==> config.mk <==
export PLATFORM = sky130hd
export DESIGN_NAME = versatile_fifo_sync_ctrl_flat
export DESIGN_NICKNAME = d
export VERILOG_FILES = /design/src/rtl/versatile_fifo_sync_ctrl_if.sv /design/src/rtl/versatile_fifo_sync_ctrl.sv /design/src/flat_wrapper.sv
export SDC_FILE = /design/constraint.sdc
export NUM_CORES = 1
export LEC_CHECK = 0
export CORE_MARGIN = 2
export CORE_UTILIZATION = 35
export DETAILED_ROUTE_END_ITERATION = 12
export SETUP_SLACK_MARGIN = 0.5
export SYNTH_ARGS = -nofsm -noshare
export SYNTH_HDL_FRONTEND = slang
export SYNTH_SLANG_ARGS = --single-unit
==> constraint.sdc <==
create_clock -name clk -period 8.7 [get_ports clk]
set_input_delay 2.61 -clock clk [delete_from_list [all_inputs] [get_ports clk]]
set_output_delay 2.61 -clock clk [all_outputs]
set_load 0.03 [all_outputs]
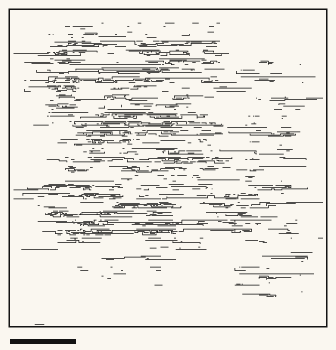
(met1 routing)
Bar = 20 um.
- wire length on this layer: 3,080 um
- main direction: horizontal
final WL: 6560 um
via count: 2,349
met1 Usage GRT: 19.3%

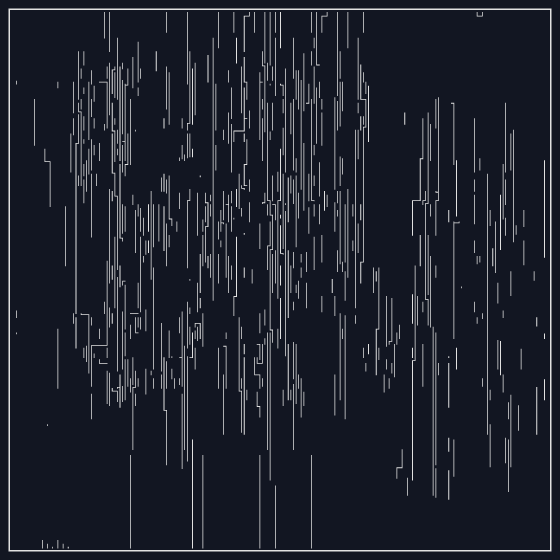
(metal 2)
- wire length on this layer: 3,110 um
- share of all routed wire: 47%
- main direction: vertical
grt met2 use: 25.3%

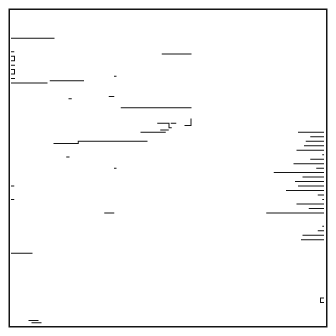
(M3 wires)
- share of all routed wire: 4.3%
- wire length on this layer: 285 um
- main direction: horizontal
- nets with wire on the layer: 45
GR Layer Usage met3: 2.98%

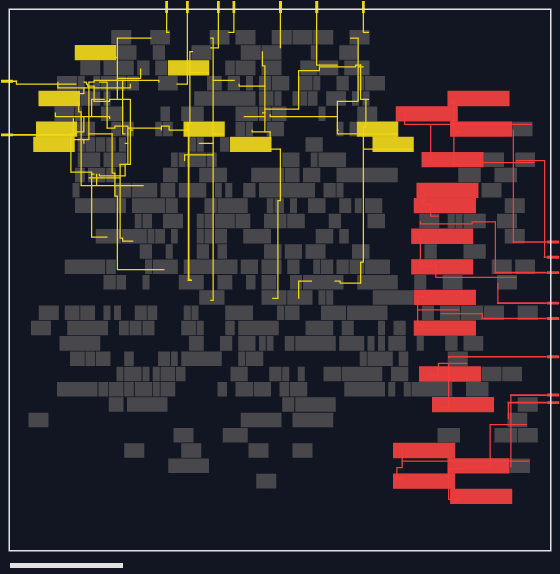
(wires at chosen ports, followed through buffers)
Bar = 20 um.
- red: bus_ram_q_b (bits 8; direction input; edge east; end cells 16; buffers 8; wire 341 um)
- yellow: bus_ram_adr_a (bits 9; direction output; edge 7 north, 2 west; end cells 9; buffers 9; wire 654 um)
IO Port Bufs: 52
I/O pin count: 69

==> flow_metrics.py <==
# Physical implementation metrics
metrics = {
    "floorplan": {
        "die_y_um": 96.0,
        "rows": 33,
        "fp_util_pct": 36.0,
        "core_area_um2": 8220,
        "die_w_um": 96.0,
        "chipArea_um2": 9210,
    },
    "clocking": {
        "cts_max_path_buffers": 2,
        "cts_setup_buffers": 0,
        "cts_root_buffer": "clkbuf_8",
        "cts.sinks": 41,
        "htreeDepth": 2,
        "hold_buffers": 0,
        "path_clk_slew_ns": 0.08,
        "tritoncts": "built",
        "clk_latency_ns": 0.29,
        "cts_resized": 0,
        "cts_buffers": 5,
    },
    "placement": {
        "gp_congestion": 0.803,
        "hpwl_um": 4960,
        "postPlaceCellArea_um2": 3350,
    },
    "final_timing": {
        "fin_tns_setup_ns": 0,
        "tightest_slew_ns": 1.17,
        "relSlewSlack_pct": 21.1,
        "finClkSkew_ns": 0.0112,
        "hold_viol_final": 0,
        "setup_viol": 0,
        "rsz0062_at_grt": "false",
        "post-route-min-period_ns": 7.17,
        "holdWs_ns": 0.498,
        "fin_crit_sh_pct": 82.4,
        "slew_viol_final": 0,
    },
    "critical_path": {
        "reg2reg_slack_ns": 5.04,
        "critPathMaxStageDelay_ns": 0.69,
        "path_class": "in -> out",
        "ff2ff_path_depth": 10,
        "critPathMostFrequentCell": "clkdlybuf4s50_1",
        "crit_chain": "clkdlybuf4s50_1 > or2_2 > buf_4 > nor2_1 > clkdlybuf4s50_1",
        "required_ns": 6.09,
        "critPathLaunchType": "input port",
        "crit_slowest_cell": "clkdlybuf4s50_1",
        "endpoint_kind": "output port",
        "worstPathMaxFanout": 16,
        "worstPathArrival_ns": 4.56,
    },
    "yosys": {
        "yosys_warnings": 0,
        "top_cell_area_share_pct": 16.9,
        "avgSynthCellArea_um2": 9.28,
        "ys_seq_share_pct": 33.1,
        "ys_cells": 319,
        "synth_top_cell_by_count": "nand2_1",
        "yosysTopAreaCell": "dfxtp_1",
        "synth_nets": 358,
        "yosysUniqueCellTypes": 58,
        "edf_count": 16,
        "area_leaders": "dfxtp_1 17%, edfxtp_1 16%, buf_4 6.8%",
        "syn_area_um2": 2960,
        "synth-main-ff-cell": "dfxtp_1",
        "syn-instance-count": 319,
        "ys_ff": 41,
        "async_flop_share_pct": 0,
        "ys_area_um2": 2960,
    },
    "layout": {
        "final_util_pct": 42.4,
        "syn_to_final_growth_pct": 17.8,
        "design_area_um2": 3490,
        "antenna_cells": 0,
        "drive_gt1_share_pct": 9.65,
        "nets": 380,
        "largest_register_ffs": 16,
        "nFillCells": 820,
    },
    "global_routing": {
        "antenna_found_initial": 0,
        "grt_max_degree": 30,
        "grt_pass1_vias": 2291,
        "grt_first_pass_wirelength_um": 10800,
        "grtUsageTotal_pct": 14.9,
        "grt_overflow": 0,
    },
    "power_and_ir_drop": {
        "vdd_drop_max_v": 0.0000680,
        "total_power_mw": 0.513,
        "power_density_nw_per_um2": 147,
        "power.leakage_nw": 1.19,
    },
    "route": {
        "viasPerCell": 5.26,
        "drc": 0,
        "initialDrtViolationCount": 97,
        "ant_nets": 0,
        "wl_per_cell_um": 14.7,
        "drt_first_pass_iters": 4,
    },
    "worst_hold_path": {
        "worst_hold_path.num_cells": 2,
        "min_path_type": "reg -> reg",
    },
    "flow_run": {
        "warnings": 26,
        "max_cap_viol_count": 0,
    },
    "outcome": {
        "status": "complete, no violations",
    },
}
==> per-layer routing <==
metal / vias up / routed length, um / share of wire [%] / track usage, %
met5: - / 0 / 0 / 0
met4: 0 / 81 / 1.2 / 4.29
met3: 8 / 284 / 4.3 / 2.98
met2: 57 / 3110 / 47 / 25.3
met1: 1115 / 3080 / 47 / 19.3
li1: 1169 / - / - / -
==> cells by family (layout without fill, tap and decap cells) <==
group	count (synthesis)	count (layout)	synth area share, %
simple gates	109	109	19.4
mux	15	15	5.58
compound gates	62	62	16.8
flops	41	41	33.1
fa+ha+maj	18	18	8.62
buf+inv	58	81	11.7
xor+xnor	16	16	4.73
==> placed cells by master (no fill, tap or decap), types with 3 or more instances in the layout <==
cell type,count
fa_1,4
and3_1,5
or3_1,4
dfxtp_1,25
nand2_1,31
edfxtp_1,16
mux2i_1,6
and2_1,10
a21o_1,3
xor2_1,4
nand4_1,9
clkdlybuf4s50_1,52
ha_1,14
a2111o_1,5
o211ai_1,3
clkbuf_8,5
nand3_1,7
o21ai_0,8
xnor2_1,12
nor2_1,19
or4_1,3
o31ai_1,6
nor3_1,5
inv_1,19
a21oi_1,15
mux2_2,8
==> worst max-delay path, delay by kind of cell <==
| kind | cells | cell delay [ns] |
|---|---|---|
| buf+inv | 3 | 1.39 |
| simple gates | 2 | 0.55 |
==> metrics by stage <==
step / setup WS, ns / std cells
global placement: 1.57 / 439
global route: 1.47 / 447
floorplan: 1.90 / 319
CTS: 1.53 / 447
detailed placement: 1.53 / 439
finish: 1.53 / 447
==> report_power, final <==
| group | switching [mW] | leakage [nW] | total [mW] | internal [mW] |
|---|---|---|---|---|
| Clock | 0.0660 | 0.0681 | 0.180 | 0.114 |
| Combinational | 0.0768 | 0.780 | 0.126 | 0.0490 |
| Sequential | 0.00393 | 0.347 | 0.207 | 0.203 |
==> layout make-up <==
cell class                      count  area (um2)  share of cell area (%)
Multi-Input combinational cell    220        1630                    46.9
Timing Repair Buffer               54         536                    15.4
Tap cell                          105         131                    3.77
Clock buffer                        5        68.8                    1.97
Sequential cell                    41         981                    28.1
Clock inverter                      3        65.1                    1.87
Inverter                           19        71.3                    2.05
Power and IR drop assume default switching activity.
